==> src/rtl/data_mem_port_pkg.sv <==
// Shared types and constants for the load-side data memory port.
// FSM state encoding, access-size encodings and the default bus timeout.
package data_mem_port_pkg;

  typedef enum logic [1:0] {
    ST_IDLE  = 2'd0,
    ST_REQ   = 2'd1,
    ST_RESP  = 2'd2,
    ST_DRAIN = 2'd3
  } state_t;

  localparam logic [1:0] SIZE_BYTE    = 2'b00;
  localparam logic [1:0] SIZE_HALF    = 2'b01;
  localparam logic [1:0] SIZE_WORD    = 2'b10;
  localparam logic [1:0] SIZE_ILLEGAL = 2'b11;

  localparam int TIMEOUT_CYCLES_DEFAULT = 255;

endpackage

==> src/rtl/data_mem_align.sv <==
// Combinational alignment helper: misalignment/illegal-size detection and
// extraction of the addressed lane from a bus word, right-aligned and zero-filled.
module data_mem_align
  import data_mem_port_pkg::*;
(
  input  logic [1:0]  addr_lo,
  input  logic [1:0]  size,
  input  logic [31:0] rdata,
  output logic        misalign,
  output logic        illegal,
  output logic [31:0] data
);

  logic [31:0] shifted;

  always_comb begin
    shifted  = rdata >> {addr_lo, 3'b000};
    misalign = 1'b0;
    illegal  = 1'b0;
    data     = 32'd0;
    case (size)
      SIZE_BYTE: data = {24'd0, shifted[7:0]};
      SIZE_HALF: begin
        misalign = addr_lo[0];
        data     = {16'd0, shifted[15:0]};
      end
      SIZE_WORD: begin
        misalign = (addr_lo != 2'b00);
        data     = shifted;
      end
      default: illegal = 1'b1;
    endcase
  end

endmodule

==> src/rtl/data_mem_port.sv <==
// Load data memory port: turns a held load request into one bus read and a
// one-cycle completion pulse. Optional bus timeout via DATA_MEM_PORT_TIMEOUT_EN.
module data_mem_port
  import data_mem_port_pkg::*;
#(
  parameter int TIMEOUT_CYCLES = TIMEOUT_CYCLES_DEFAULT
) (
  input  logic        clk,
  input  logic        reset,
  input  logic        flush,
  input  logic [31:0] mem_data_addr,
  input  logic        mem_data_addr_valid,
  input  logic [1:0]  mem_data_size,
  output logic [31:0] mem_data_in,
  output logic        mem_data_valid,
  output logic        mem_data_access_fault,
  output logic        mem_data_misalign,
  output logic        bus_req,
  output logic [29:0] bus_addr,
  input  logic        bus_ack,
  input  logic        bus_err,
  input  logic [31:0] bus_rdata
);

  state_t      state_reg, state_next;
  logic [31:0] addr_reg, addr_next;
  logic [1:0]  size_reg, size_next;
  logic [31:0] data_reg, data_next;
  logic        fault_reg, fault_next;
  logic        misalign_reg, misalign_next;

  logic [1:0]  align_addr;
  logic [1:0]  align_size;
  logic        align_misalign;
  logic        align_illegal;
  logic [31:0] align_data;
  logic        timeout;

  // In IDLE the checker looks at the live request; afterwards at the captured one.
  assign align_addr = (state_reg == ST_IDLE) ? mem_data_addr[1:0] : addr_reg[1:0];
  assign align_size = (state_reg == ST_IDLE) ? mem_data_size : size_reg;

  data_mem_align u_align (
    .addr_lo  (align_addr),
    .size     (align_size),
    .rdata    (bus_rdata),
    .misalign (align_misalign),
    .illegal  (align_illegal),
    .data     (align_data)
  );

`ifdef DATA_MEM_PORT_TIMEOUT_EN
  localparam int CNT_W = $clog2(TIMEOUT_CYCLES + 1);
  logic [CNT_W-1:0] cnt_reg, cnt_next;

  assign timeout = (cnt_reg == CNT_W'(TIMEOUT_CYCLES - 1));

  always_comb begin
    cnt_next = '0;
    if (state_next == state_reg && (state_reg == ST_REQ || state_reg == ST_DRAIN))
      cnt_next = cnt_reg + 1'b1;
  end

  always_ff @(posedge clk or negedge reset) begin
    if (!reset) cnt_reg <= '0;
    else        cnt_reg <= cnt_next;
  end
`else
  assign timeout = 1'b0;
`endif

  always_ff @(posedge clk or negedge reset) begin
    if (!reset) begin
      state_reg    <= ST_IDLE;
      addr_reg     <= 32'd0;
      size_reg     <= SIZE_BYTE;
      data_reg     <= 32'd0;
      fault_reg    <= 1'b0;
      misalign_reg <= 1'b0;
    end else begin
      state_reg    <= state_next;
      addr_reg     <= addr_next;
      size_reg     <= size_next;
      data_reg     <= data_next;
      fault_reg    <= fault_next;
      misalign_reg <= misalign_next;
    end
  end

  always_comb begin
    state_next = state_reg;
    case (state_reg)
      ST_IDLE:
        if (mem_data_addr_valid && !flush)
          state_next = (align_misalign || align_illegal) ? ST_RESP : ST_REQ;
      ST_REQ:
        // A flush racing the bus response or timeout has nothing left to drain.
        if (bus_ack || bus_err || timeout) state_next = flush ? ST_IDLE : ST_RESP;
        else if (flush)                    state_next = ST_DRAIN;
      ST_RESP:
        state_next = ST_IDLE;
      ST_DRAIN:
        if (bus_ack || bus_err || timeout) state_next = ST_IDLE;
      default:
        state_next = ST_IDLE;
    endcase
  end

  always_comb begin
    addr_next     = addr_reg;
    size_next     = size_reg;
    data_next     = data_reg;
    fault_next    = fault_reg;
    misalign_next = misalign_reg;
    case (state_reg)
      ST_IDLE:
        if (mem_data_addr_valid && !flush) begin
          addr_next     = mem_data_addr;
          size_next     = mem_data_size;
          data_next     = 32'd0;
          fault_next    = align_misalign || align_illegal;
          misalign_next = align_misalign;
        end
      ST_REQ:
        if (bus_err || (timeout && !bus_ack)) begin
          data_next     = 32'd0;
          fault_next    = 1'b1;
          misalign_next = 1'b0;
        end else if (bus_ack) begin
          data_next     = align_data;
          fault_next    = 1'b0;
          misalign_next = 1'b0;
        end
      default: ;
    endcase
  end

  always_comb begin
    mem_data_valid        = (state_reg == ST_RESP) && !flush;
    mem_data_in           = mem_data_valid ? data_reg : 32'd0;
    mem_data_access_fault = mem_data_valid && fault_reg;
    mem_data_misalign     = mem_data_valid && misalign_reg;
    bus_req               = (state_reg == ST_REQ) || (state_reg == ST_DRAIN);
    bus_addr              = addr_reg[31:2];
  end

endmodule

==> config.mk <==
export PLATFORM = sky130hd
export DESIGN_NAME = data_mem_port
export DESIGN_NICKNAME = d
export VERILOG_FILES = /design/src/rtl/data_mem_port_pkg.sv /design/src/rtl/data_mem_align.sv /design/src/rtl/data_mem_port.sv
export SDC_FILE = /design/constraint.sdc
export NUM_CORES = 1
export LEC_CHECK = 0
export CORE_MARGIN = 5
export CORE_UTILIZATION = 40
export CTS_CLUSTER_SIZE = 24
export DETAILED_ROUTE_END_ITERATION = 8
export GPL_TIMING_DRIVEN = 1
export PLACE_DENSITY = 0.84
export SETUP_SLACK_MARGIN = 0.1
export SLEW_MARGIN = 20
export SYNTH_ARGS = -nofsm -noshare
export SYNTH_HDL_FRONTEND = slang
export SYNTH_SLANG_ARGS = --single-unit
==> constraint.sdc <==
create_clock -name clk -period 2.7 [get_ports clk]
set_clock_uncertainty 0.2 [all_clocks]
set_input_delay 0.405 -clock clk [delete_from_list [all_inputs] [get_ports clk]]
set_output_delay 0.405 -clock clk [all_outputs]
set_load 0.05 [all_outputs]
run_1/flops_by_reg.png
Bar = 20 um. Other sequential cells in the stronger grey, the rest of the logic in the fainter grey.
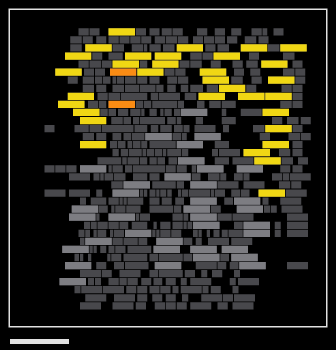
| netlist name | colour | placed flops |
|---|---|---|
| `addr_reg` | yellow | 32 |
| `size_reg` | orange | 2 |
share of cell area taken by flip-flops and latches: 30.0%
share of the core filled with cells in the final layout: 63.6%
register area: 1750 sq um
power drawn by the sequential cells: 1560 uW

run_1/layer_met3.png
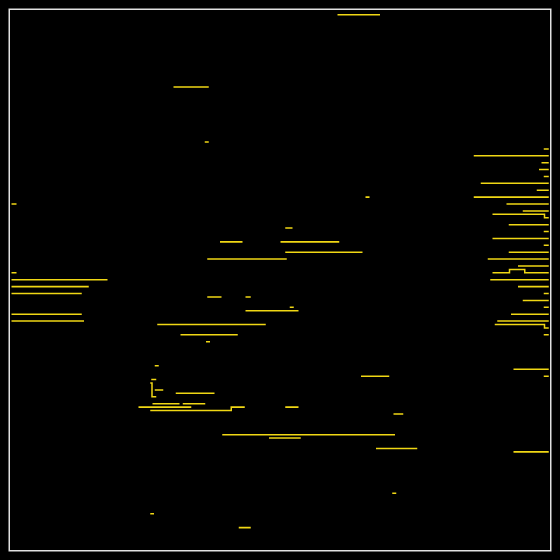
main direction: horizontal
longest straight run: 33.8 um
nets with wire on the layer: 57

==> changes_impl.md, run 1 <==
## Flow update

- Run status: finished clean
- Wire length of the first global-routing pass: approximately 16 mm
- Cell count in the Yosys report: roughly 320
- RSZ-0062 raised after global routing: true
- Total cell area reported by yosys after synthesis: 3740 sq um
- Post-synthesis cell area: around 3700 sq um
- Drt via density: roughly 5.2
- Synth warn: 0
- Remaining antenna violation count: 0
- Number of sinks driven by the clock tree: approximately 70
- TritonCTS Buffers: 9
- Count of tool warnings: 30
- Yosys top cell area share: 46.9%
- Pre-antenna DRT Iters: 5
- Number of inserted diodes: 0
- Largest net degree at the start of global routing: 43
- Layout-stage area growth over the synthesis result: 56.4%
- Net count after synthesis: roughly 390
- Number of unique standard cell types used by synthesis: 36
- Die Width: between 100 and 150 um
- CTS H-Tree Depth: 3
- Top cells by area in the synthesized netlist: sky130_fd_sc_hd__dfrtp_1, sky130_fd_sc_hd__mux2_2, sky130_fd_sc_hd__buf_4
- Worst hold path type: reg -> reg
- CTS tree: yes
- Total global routing overflow: 0
- Syn Area/Cell: ~12 sq um
- Final setup viols: 0
- Post-synth top area cell: sky130_fd_sc_hd__dfrtp_1
- Final worst-path cycle share: a little over nine tenths
- HPWL after DPL: 7.95 mm
- Top-Level Pins: 138
- Largest buffer count on any clock path: 2
- # placed instances: approximately 540
- Final Worst Setup Slack: 0.0693 ns
- DRC violations left: 0
- Proportion of synthesized chip area in sequential cells: between 40% and 50%
- Leading cell type in the layout, fill and taps excluded: sky130_fd_sc_hd__clkdlybuf4s50_1
- Transition at the pin with the smallest max-transition slack: ~0.64 ns
- Setup Crit Path Kind: reg -> reg
- Top post-synthesis cells by count: sky130_fd_sc_hd__dfrtp_1, sky130_fd_sc_hd__and2_1, sky130_fd_sc_hd__mux2_2, sky130_fd_sc_hd__buf_4, sky130_fd_sc_hd__mux2i_1
- Starting Density: between 40% and 50%
- Total count of max-transition violations in the final report: 0
- Routability congestion estimate: ~0.82
- Die span in y: 107 um
- CTS root buf: sky130_fd_sc_hd__clkbuf_8
- Seq cells post-synth: 70
- Peak ir drop on the vdd network: between 0.4 and 0.5 mV
- Total routing resource utilization after global routing: 18.2%
- Minimum clock period: roughly 2.6 ns
- Sort of element at the end of the critical path: flop
- Endpoint arrival time on the critical path: approximately 2.7 ns
- Nets@finish: 519
- Async set-reset flop share out of synthesis: 100%
- Prevailing post-synth register cell: sky130_fd_sc_hd__dfrtp_1
- Post-synth EDFFs: 0
- Most used standard cell by instance count after synthesis: sky130_fd_sc_hd__dfrtp_1
- Static Leakage: 0.00255 uW
- Setup Total Neg Slack: 0 ns
- Maximum capacitance violations: 0
- Clock latency on the worst-skew pair: between 0.3 and 0.4 ns
- Most common logic cells in the final layout: sky130_fd_sc_hd__clkdlybuf4s50_1, sky130_fd_sc_hd__dfrtp_1, sky130_fd_sc_hd__buf_12
- Final total power: 5790 uW
- Final-layout worst hold slack: roughly 0.28 ns
- Areal power density over the cells: a little under 1000 nW/um^2
- Number of global-route vias before repair: between 3,000 and 4,000
- Placeable core region: ~9200 sq um
- Synthesized instance count: about 320
- Max-slew headroom: between 50 and 60%
- Die Size: around 11,000 sq um
- Number of endpoints with negative hold slack in the final report: 0
- Req. time, crit path: 2.75 ns
- Highest clock rate: 380 MHz
- Clock transition at the registers of the reported paths: ~0.070 ns
- Crit Path Max Fanout: 8
- Share of layout cells above drive strength 1: 30.6%
- Std cell rows: 35
- Type of origin of the critical path: flop
run_1/layer_met2.png
Bar = 20 um.
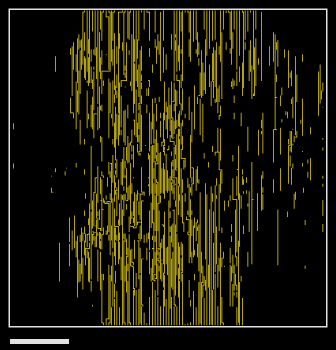
nets with wire on the layer: 463
main direction: vertical
share of all routed wire: 55%
longest straight run: 46.6 um
wire length on this layer: 5,740 um
via count of the routed design: 2,910
GR Layer Usage met2: 32.6%
total wire length after detailed routing: 10.5 mm

-- run 1: worst max-delay path, stage by stage, from the launching register on --
cell	delay, ns
sky130_fd_sc_hd__dfrtp_1	0.41
sky130_fd_sc_hd__nor2_4	0.19
sky130_fd_sc_hd__mux2i_2	0.30
sky130_fd_sc_hd__inv_2	0.09
sky130_fd_sc_hd__ha_4	0.17
sky130_fd_sc_hd__nor4b_4	0.27
sky130_fd_sc_hd__nand2_2	0.11
sky130_fd_sc_hd__or4_4	0.57
sky130_fd_sc_hd__o221ai_1	0.22
-- run 1: layout make-up --
cell class              instances  area, sq um
fillers                       665         3350
repair buffers                165         1970
flip-flops and latches         70         1750
multi-input cells             186         1710
clock buffers                  13          169
well taps                     111          139
clock inverters                 3         65.1
inverters                      11         41.3
-- run 1: power breakdown --
part	internal [uW]	switching (uW)
registers	1380	186
clock network	595	392
logic	1410	1830
-- run 1: stage by stage --
| step | instance area [sq um] | utilization [%] |
|---|---|---|
| after global routing | 5850 | 63.6 |
| after global placement | 5510 | 59.9 |
| after detailed placement | 5510 | 59.9 |
| final | 5850 | 63.6 |
| after CTS | 5760 | 62.7 |
| after floorplan | 3760 | - |
-- run 1: metal layers --
layer	vias up	track usage, %	routed length (um)
li1	1346	-	-
met1	1449	21.8	4010
met2	94	32.6	5740
met3	21	3.67	490
met4	0	5.94	239
met5	-	0	0
-- run 1: repair_timing --
item | in CTS | in global routing
pin swaps | 2 | 2
endpoints found under the setup margin | 8 | 25
setup buffers | 1 | 3
endpoints found under the hold margin | 28 | 0
hold buffers | 1 | 0
gates resized | 1 | 12
-- run 1: worst paths after layout --
check / start / end / slack [ns] / cells past startpoint
max in group asynchronous: reset / size_reg[0]$_DFFE_PN0P_ / 1.23 / 3
hold / removal: data_reg[20]$_DFFE_PN0P_ / data_reg[20]$_DFFE_PN0P_ / 0.28 / 2
setup / recovery: state_reg[0]$_DFFE_PN0P_ / data_reg[11]$_DFFE_PN0P_ / 0.07 / 8
min in group asynchronous: reset / addr_reg[24]$_DFFE_PN0P_ / 0.41 / 2
setup reg to reg: state_reg[0]$_DFFE_PN0P_ / data_reg[11]$_DFFE_PN0P_ / 0.07 / 8
hold reg to reg: data_reg[20]$_DFFE_PN0P_ / data_reg[20]$_DFFE_PN0P_ / 0.28 / 2
-- run 1: logic make-up after synthesis --
family	count (synthesis)	synth area share, %
buf+inv	59	9.68
fa+ha+maj	4	1.34
simple gates	73	12.1
flops	70	46.9
compound gates	47	9.57
mux	62	20.5
==> inputs of run 2 (changes only) <==
ABC_CLOCK_PERIOD_IN_PS = 2700   (was default)
run_2/logic_types.png
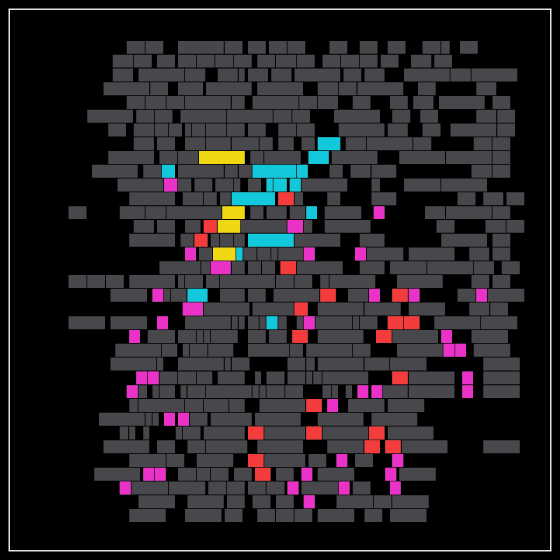
| family | colour | cells |
|---|---|---|
| AND-OR and OR-AND gates | red | 20 |
| adder and majority cells | yellow | 4 |
| NOR gates | cyan | 14 |
| AND and OR gates | magenta | 39 |

run_2/layer_met3.png
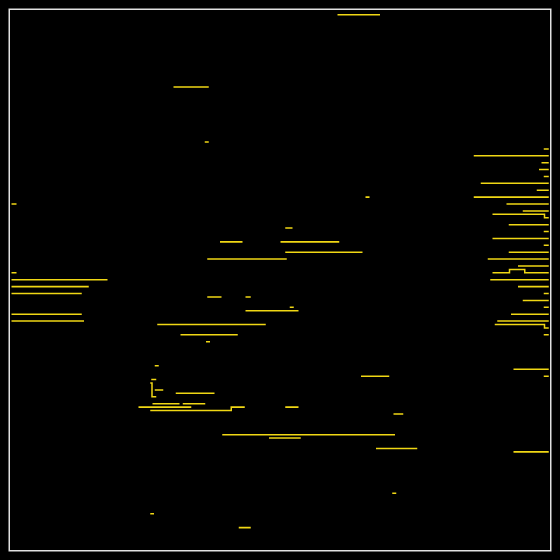
wire length on this layer: 491 um
longest straight run: 33.8 um
main direction: horizontal
global routing usage on met3: 3.67%

run_2/layer_met2.png
Bar = 20 um.
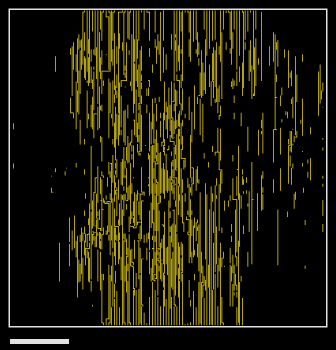
main direction: vertical
wire length on this layer: 5,740 um
nets with wire on the layer: 463
share of all routed wire: 55%

==> run 2 against run 1 <==
  * Synthesized cell count unchanged
  * Core utilization unchanged
  * Cell area unchanged
  * Combinational power hardly changed
  * Global-route usage did not move
  * Sequential cell count stayed put
  * Die area stayed put
  * Synthesized area stayed put
  * Non-clock buffer count unchanged
  * Largest cell class unchanged
==> changes_impl.md, run 2 <==
## Flow update

- Run status: finished clean
- Crit Path Max Fanout: 8 (unchanged)
- Wire length of the first global-routing pass: 16.3 mm (unchanged)
- Cell count in the Yosys report: 315 (unchanged)
- Share of layout cells above drive strength 1: 30.6% (unchanged)
- Post-synth EDFFs: 0 (unchanged)
- Static Leakage: 0.00255 uW (unchanged)
- Post-synth top area cell: sky130_fd_sc_hd__dfrtp_1
- Die span in y: 107 um (unchanged)
- Count of tool warnings: 30 (unchanged)
- Syn Area/Cell: 11.9 sq um (unchanged)
- HPWL after DPL: 7.95 mm (unchanged)
- Total routing resource utilization after global routing: 18.2% (unchanged)
- Maximum capacitance violations: 0 (unchanged)
- Final-layout worst hold slack: 0.280 ns (unchanged)
- Synthesized instance count: 315 (unchanged)
- CTS root buf: sky130_fd_sc_hd__clkbuf_8
- Instance area after placement: 5510 sq um (unchanged)
- Largest buffer count on any clock path: 2 (unchanged)
- Final setup viols: 0 (unchanged)
- TritonCTS Buffers: 9 (unchanged)
- Logic cell area: 1710 sq um (unchanged)
- Total count of max-transition violations in the final report: 0 (unchanged)
- Final worst-path cycle share: 97.4% (unchanged)
- Top-Level Pins: 138 (unchanged)
- CTS tree: yes
- Placeable core region: 9200 sq um (unchanged)
- Most common logic cells in the final layout: sky130_fd_sc_hd__clkdlybuf4s50_1, sky130_fd_sc_hd__dfrtp_1, sky130_fd_sc_hd__buf_12
- Net count after synthesis: 391 (unchanged)
- Setup Total Neg Slack: 0 ns (unchanged)
- Proportion of synthesized chip area in sequential cells: 46.9% (unchanged)
- Share of the core filled with cells in the final layout: 63.6% (unchanged)
- Cell area after layout: 5850 sq um (unchanged)
- Seq cells post-synth: 70 (unchanged)
- Most used standard cell by instance count after synthesis: sky130_fd_sc_hd__dfrtp_1
- Number of unique standard cell types used by synthesis: 36 (unchanged)
- Req. time, crit path: 2.75 ns (about the same)
- Yosys top cell area share: 46.9% (unchanged)
- Largest net degree at the start of global routing: 43 (unchanged)
- Prevailing post-synth register cell: sky130_fd_sc_hd__dfrtp_1
- Register area: 1750 sq um (unchanged)
- Areal power density over the cells: 990 nW/um^2 (unchanged)
- Minimum clock period: 2.63 ns (unchanged)
- Number of inserted diodes: 0 (unchanged)
- Layout-stage area growth over the synthesis result: 56.4% (unchanged)
==> run 2: power breakdown <==
group / internal, uW / switching [uW]
Combinational: 1410 / 1830
Clock: 595 / 392
Sequential: 1380 / 186
==> run 2: worst paths after layout <==
path | endpoint | startpoint | cells past startpoint | slack, ns
max | data_reg[11]$_DFFE_PN0P_ | state_reg[0]$_DFFE_PN0P_ | 8 | 0.07
min | data_reg[20]$_DFFE_PN0P_ | data_reg[20]$_DFFE_PN0P_ | 2 | 0.28
max reg2reg | data_reg[11]$_DFFE_PN0P_ | state_reg[0]$_DFFE_PN0P_ | 8 | 0.07
min reg2reg | data_reg[20]$_DFFE_PN0P_ | data_reg[20]$_DFFE_PN0P_ | 2 | 0.28
max in group asynchronous | size_reg[0]$_DFFE_PN0P_ | reset | 3 | 1.23
min in group asynchronous | addr_reg[24]$_DFFE_PN0P_ | reset | 2 | 0.41
==> run 2: logic make-up after synthesis <==
logic type	share of synthesized area [%]
fa+ha+maj	1.34
simple gates	12.1
compound gates	9.57
buf+inv	9.68
flops	46.9
mux	20.5
==> run 2: what timing repair did <==
| action | CTS | global route |
|---|---|---|
| endpoints found under the setup margin | 8 | 25 |
| hold endpoints to repair | 28 | 0 |
| pin swaps | 2 | 2 |
| gates cloned | 0 | 0 |
| resized | 1 | 12 |
| hold buffers | 1 | 0 |
| buffers inserted | 1 | 3 |
==> run 2: final cells by class <==
| cell class | instances | share of cell area [%] |
|---|---|---|
| multi-input combinational | 186 | 29.3 |
| timing repair buffer | 165 | 33.7 |
| sequential | 70 | 30.0 |
| tap | 111 | 2.38 |
| clock inverter | 3 | 1.11 |
| inverter | 11 | 0.706 |
| clock buffer | 13 | 2.89 |
==> run 2: worst max-delay path, cell delays in order, from the launching register on <==
cell                       delay, ns
sky130_fd_sc_hd__dfrtp_1        0.41
sky130_fd_sc_hd__nor2_4         0.19
sky130_fd_sc_hd__mux2i_2        0.30
sky130_fd_sc_hd__inv_2          0.09
sky130_fd_sc_hd__ha_4           0.17
sky130_fd_sc_hd__nor4b_4        0.27
sky130_fd_sc_hd__nand2_2        0.11
sky130_fd_sc_hd__or4_4          0.57
sky130_fd_sc_hd__o221ai_1       0.22
==> run 2: per-layer routing <==
metal  global-route usage [%]  vias to the layer above  share of wire, %
li1                         -                     1346                 -
met1                     21.8                     1449                38
met2                     32.6                       94                55
met3                     3.67                       21               4.7
met4                     5.94                        0               2.3
met5                        0                        -                 0
==> run 2: through the flow <==
stage	power (uW)	cells
6_report	5790	559
5_1_grt	6060	559
4_1_cts	5700	556
3_5_place_dp	4690	538
3_3_place_gp	4590	538
2_1_floorplan	3960	315
==> inputs of run 3 (changes only) <==
RECOVER_POWER = 100   (was default)
==> run 3 against run 2 <==
  * The flow now finishes with violations (capacitance limit)
  * Non-clock buffer count did not move
  * First-iteration DRC count rose by 11%
  * Register-to-register slack barely moved
  * Cell area fell by 0.60%
  * Critical path depth did not move
  * Clock power barely moved
  * Sequential power barely moved
  * Worst hold slack got worse by 0.0045 ns
  * Die area did not move
  * Critical path type unchanged
==> changes_impl.md, run 3 <==
## Flow update

- Most common logic cells in the final layout: sky130_fd_sc_hd__dfrtp_1, sky130_fd_sc_hd__clkdlybuf4s50_1, sky130_fd_sc_hd__buf_12
- Sequential group share of total power: 27.4% (+0.4 points)
- Maximum capacitance violations: 1 (+1)
- Part of the power in combinational logic: 55.3% (-0.7 points)
- Cell area after layout: 5810 sq um (-0.60%)
- Die span in y: 107 um (unchanged)
- Wire length of the first global-routing pass: 16.3 mm (unchanged)
- Clock share of power: 17.4% (+0.3 points)
- Run status: complete, but fails checks
- Req. time, crit path: 2.75 ns (about the same)
- Largest buffer count on any clock path: 2 (unchanged)
- Critical-path cell list: nor2_4, mux2i_2, inv_2, ha_4, nor4b_4, nand2_2, or4_4, o221ai_1
- Total count of max-transition violations in the final report: 0 (unchanged)
- Synthesized instance count: 315 (unchanged)
- Largest net degree at the start of global routing: 43 (unchanged)
- Minimum clock period: 2.62 ns (-0.00593 ns)
- Final setup viols: 0 (unchanged)
- Syn Area/Cell: 11.9 sq um (unchanged)
- Post-synth top area cell: sky130_fd_sc_hd__dfrtp_1
- Seq cells post-synth: 70 (unchanged)
- Static Leakage: 0.00254 uW (-0.37%)
- Tally of non-filler cells in the final layout: 559 (unchanged)
- CTS root buf: sky130_fd_sc_hd__clkbuf_8
- Wire length on met1: 4.02 mm (+0.37%)
- Post-synth EDFFs: 0 (unchanged)
- RSZ-0062 raised after global routing: true
- Net Sw Frac: 42.2% (+0.56 points)
- Top-Level Pins: 138 (unchanged)
- Most used standard cell by instance count after synthesis: sky130_fd_sc_hd__dfrtp_1
- Violations in the final reports: capacitance limit
- Count of tool warnings: 30 (unchanged)
- Internal power of the cells: 3280 uW (-3.0%)
- Cell count in the Yosys report: 315 (unchanged)
- # placed instances: 538 (unchanged)
- Proportion of synthesized chip area in sequential cells: 46.9% (unchanged)
- Net count after synthesis: 391 (unchanged)
- HPWL after DPL: 7.95 mm (unchanged)
- Crit Path Max Fanout: 8 (unchanged)
- Placeable core region: 9200 sq um (unchanged)
- Setup Total Neg Slack: 0 ns (unchanged)
- Number of inserted diodes: 0 (unchanged)
- TritonCTS Buffers: 9 (unchanged)
- Critical path's largest stage delay: 0.57 ns (about the same)
- Yosys top cell area share: 46.9% (unchanged)
- Switch Pwr: 2390 uW (-0.74%)
- Routed wire length on met3: 516 um (+5.3%)
- Cell at the slowest stage of the critical path: sky130_fd_sc_hd__or4_4
- Prevailing post-synth register cell: sky130_fd_sc_hd__dfrtp_1
- Uppermost metal layer occupied by signal nets: met4
- Setup Crit Path Kind: reg -> reg
- Number of unique standard cell types used by synthesis: 36 (unchanged)
- Instance area after placement: 5510 sq um (unchanged)
- Final worst-path cycle share: 97.2% (-0.22 points)
-- run 3: cell counts after synthesis --
No cell type changed its count.
-- run 3: power groups by stage --
| stage | clock (uW) | sequential (uW) | combinational [uW] |
|---|---|---|---|
| 2_1_floorplan | 0 | 1530 | 2430 |
| 3_3_place_gp | 0 | 1550 | 3040 |
| 3_5_place_dp | 0 | 1580 | 3110 |
| 4_1_cts | 998 | 1560 | 3140 |
| 5_1_grt | 1050 | 1600 | 3290 |
| 6_report | 986 | 1550 | 3130 |
-- run 3: routing by layer --
metal | global-route usage (%) | vias to the layer above
met5 | 0 | -
met2 | 32.6 | 93
li1 | - | 1346
met3 | 3.67 | 14
met4 | 5.94 | 0
met1 | 21.8 | 1435
-- run 3: logic make-up after synthesis --
family / Yosys count / share of synthesized area [%]
DFF: 70 / 46.9
adders and majority gates: 4 / 1.34
buffers and inverters: 59 / 9.68
AOI/OAI and AO/OA: 47 / 9.57
muxes: 62 / 20.5
and+or+nand+nor: 73 / 12.1
-- run 3: area by class of cell --
class / instances / area (sq um) / share of cell area, %
inverters: 11 / 41.3 / 0.710
clock buffers: 13 / 169 / 2.91
well taps: 111 / 139 / 2.39
clock inverters: 3 / 65.1 / 1.12
flip-flops and latches: 70 / 1750 / 30.1
multi-input cells: 186 / 1700 / 29.2
repair buffers: 165 / 1950 / 33.6
-- run 3: path summary, 6_finish.rpt --
| path | from | depth (start not counted) | end | slack (ns) |
|---|---|---|---|---|
| setup reg to reg | state_reg[0]$_DFFE_PN0P_ | 8 | data_reg[11]$_DFFE_PN0P_ | 0.08 |
| hold / removal | data_reg[20]$_DFFE_PN0P_ | 2 | data_reg[20]$_DFFE_PN0P_ | 0.28 |
| hold reg to reg | data_reg[20]$_DFFE_PN0P_ | 2 | data_reg[20]$_DFFE_PN0P_ | 0.28 |
| max in group asynchronous | reset | 3 | addr_reg[2]$_DFFE_PN0P_ | 0.47 |
| setup / recovery | state_reg[0]$_DFFE_PN0P_ | 8 | data_reg[11]$_DFFE_PN0P_ | 0.08 |
| min in group asynchronous | reset | 2 | addr_reg[24]$_DFFE_PN0P_ | 0.75 |
-- run 3: worst max-delay path, delay by kind of cell (launching register included) --
kind            cells  cell delay [ns]
simple gates        4             1.13
flops               1             0.41
mux                 1             0.30
compound gates      1             0.22
fa+ha+maj           1             0.17
buf+inv             1             0.09
-- run 3: timing repair --
item,CTS,global route
resized,1,12
pin swaps,2,2
setup buffers,1,3
endpoints found under the setup margin,8,25
endpoints found under the hold margin,28,0
hold buffers,1,0
-- run 3: stage by stage --
step                      hold slack (ns)  total power [uW]
after global placement              0.256              4590
after detailed placement            0.262              4690
after floorplan                   -0.0906              3960
after global routing                0.302              5940
after CTS                           0.280              5700
final                               0.276              5670
run_3/layer_met2.png
Bar = 20 um.
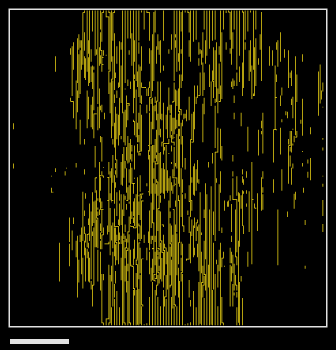
wire length on this layer: 5,790 um
main direction: vertical
longest straight run: 46.6 um

run_3/layer_met3.png
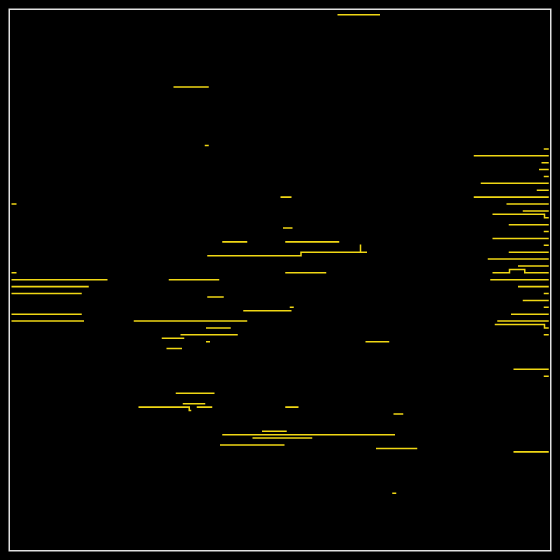
main direction: horizontal
wire length on this layer: 517 um
share of all routed wire: 4.9%

run_3/congestion.png
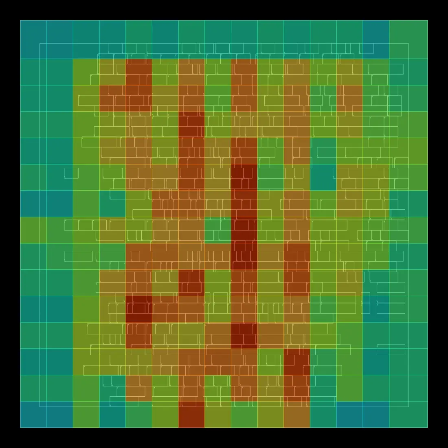
fraction of met1 tracks used by global routing: 21.8%
share of the core filled with cells in the final layout: 63.2%
wire length per cell after detailed routing: 18.7 um
peak-usage layer in the global routing report: met2
total routing resource utilization after global routing: 18.2%

No activity file was given, so power comes from the tool's default toggle rates.
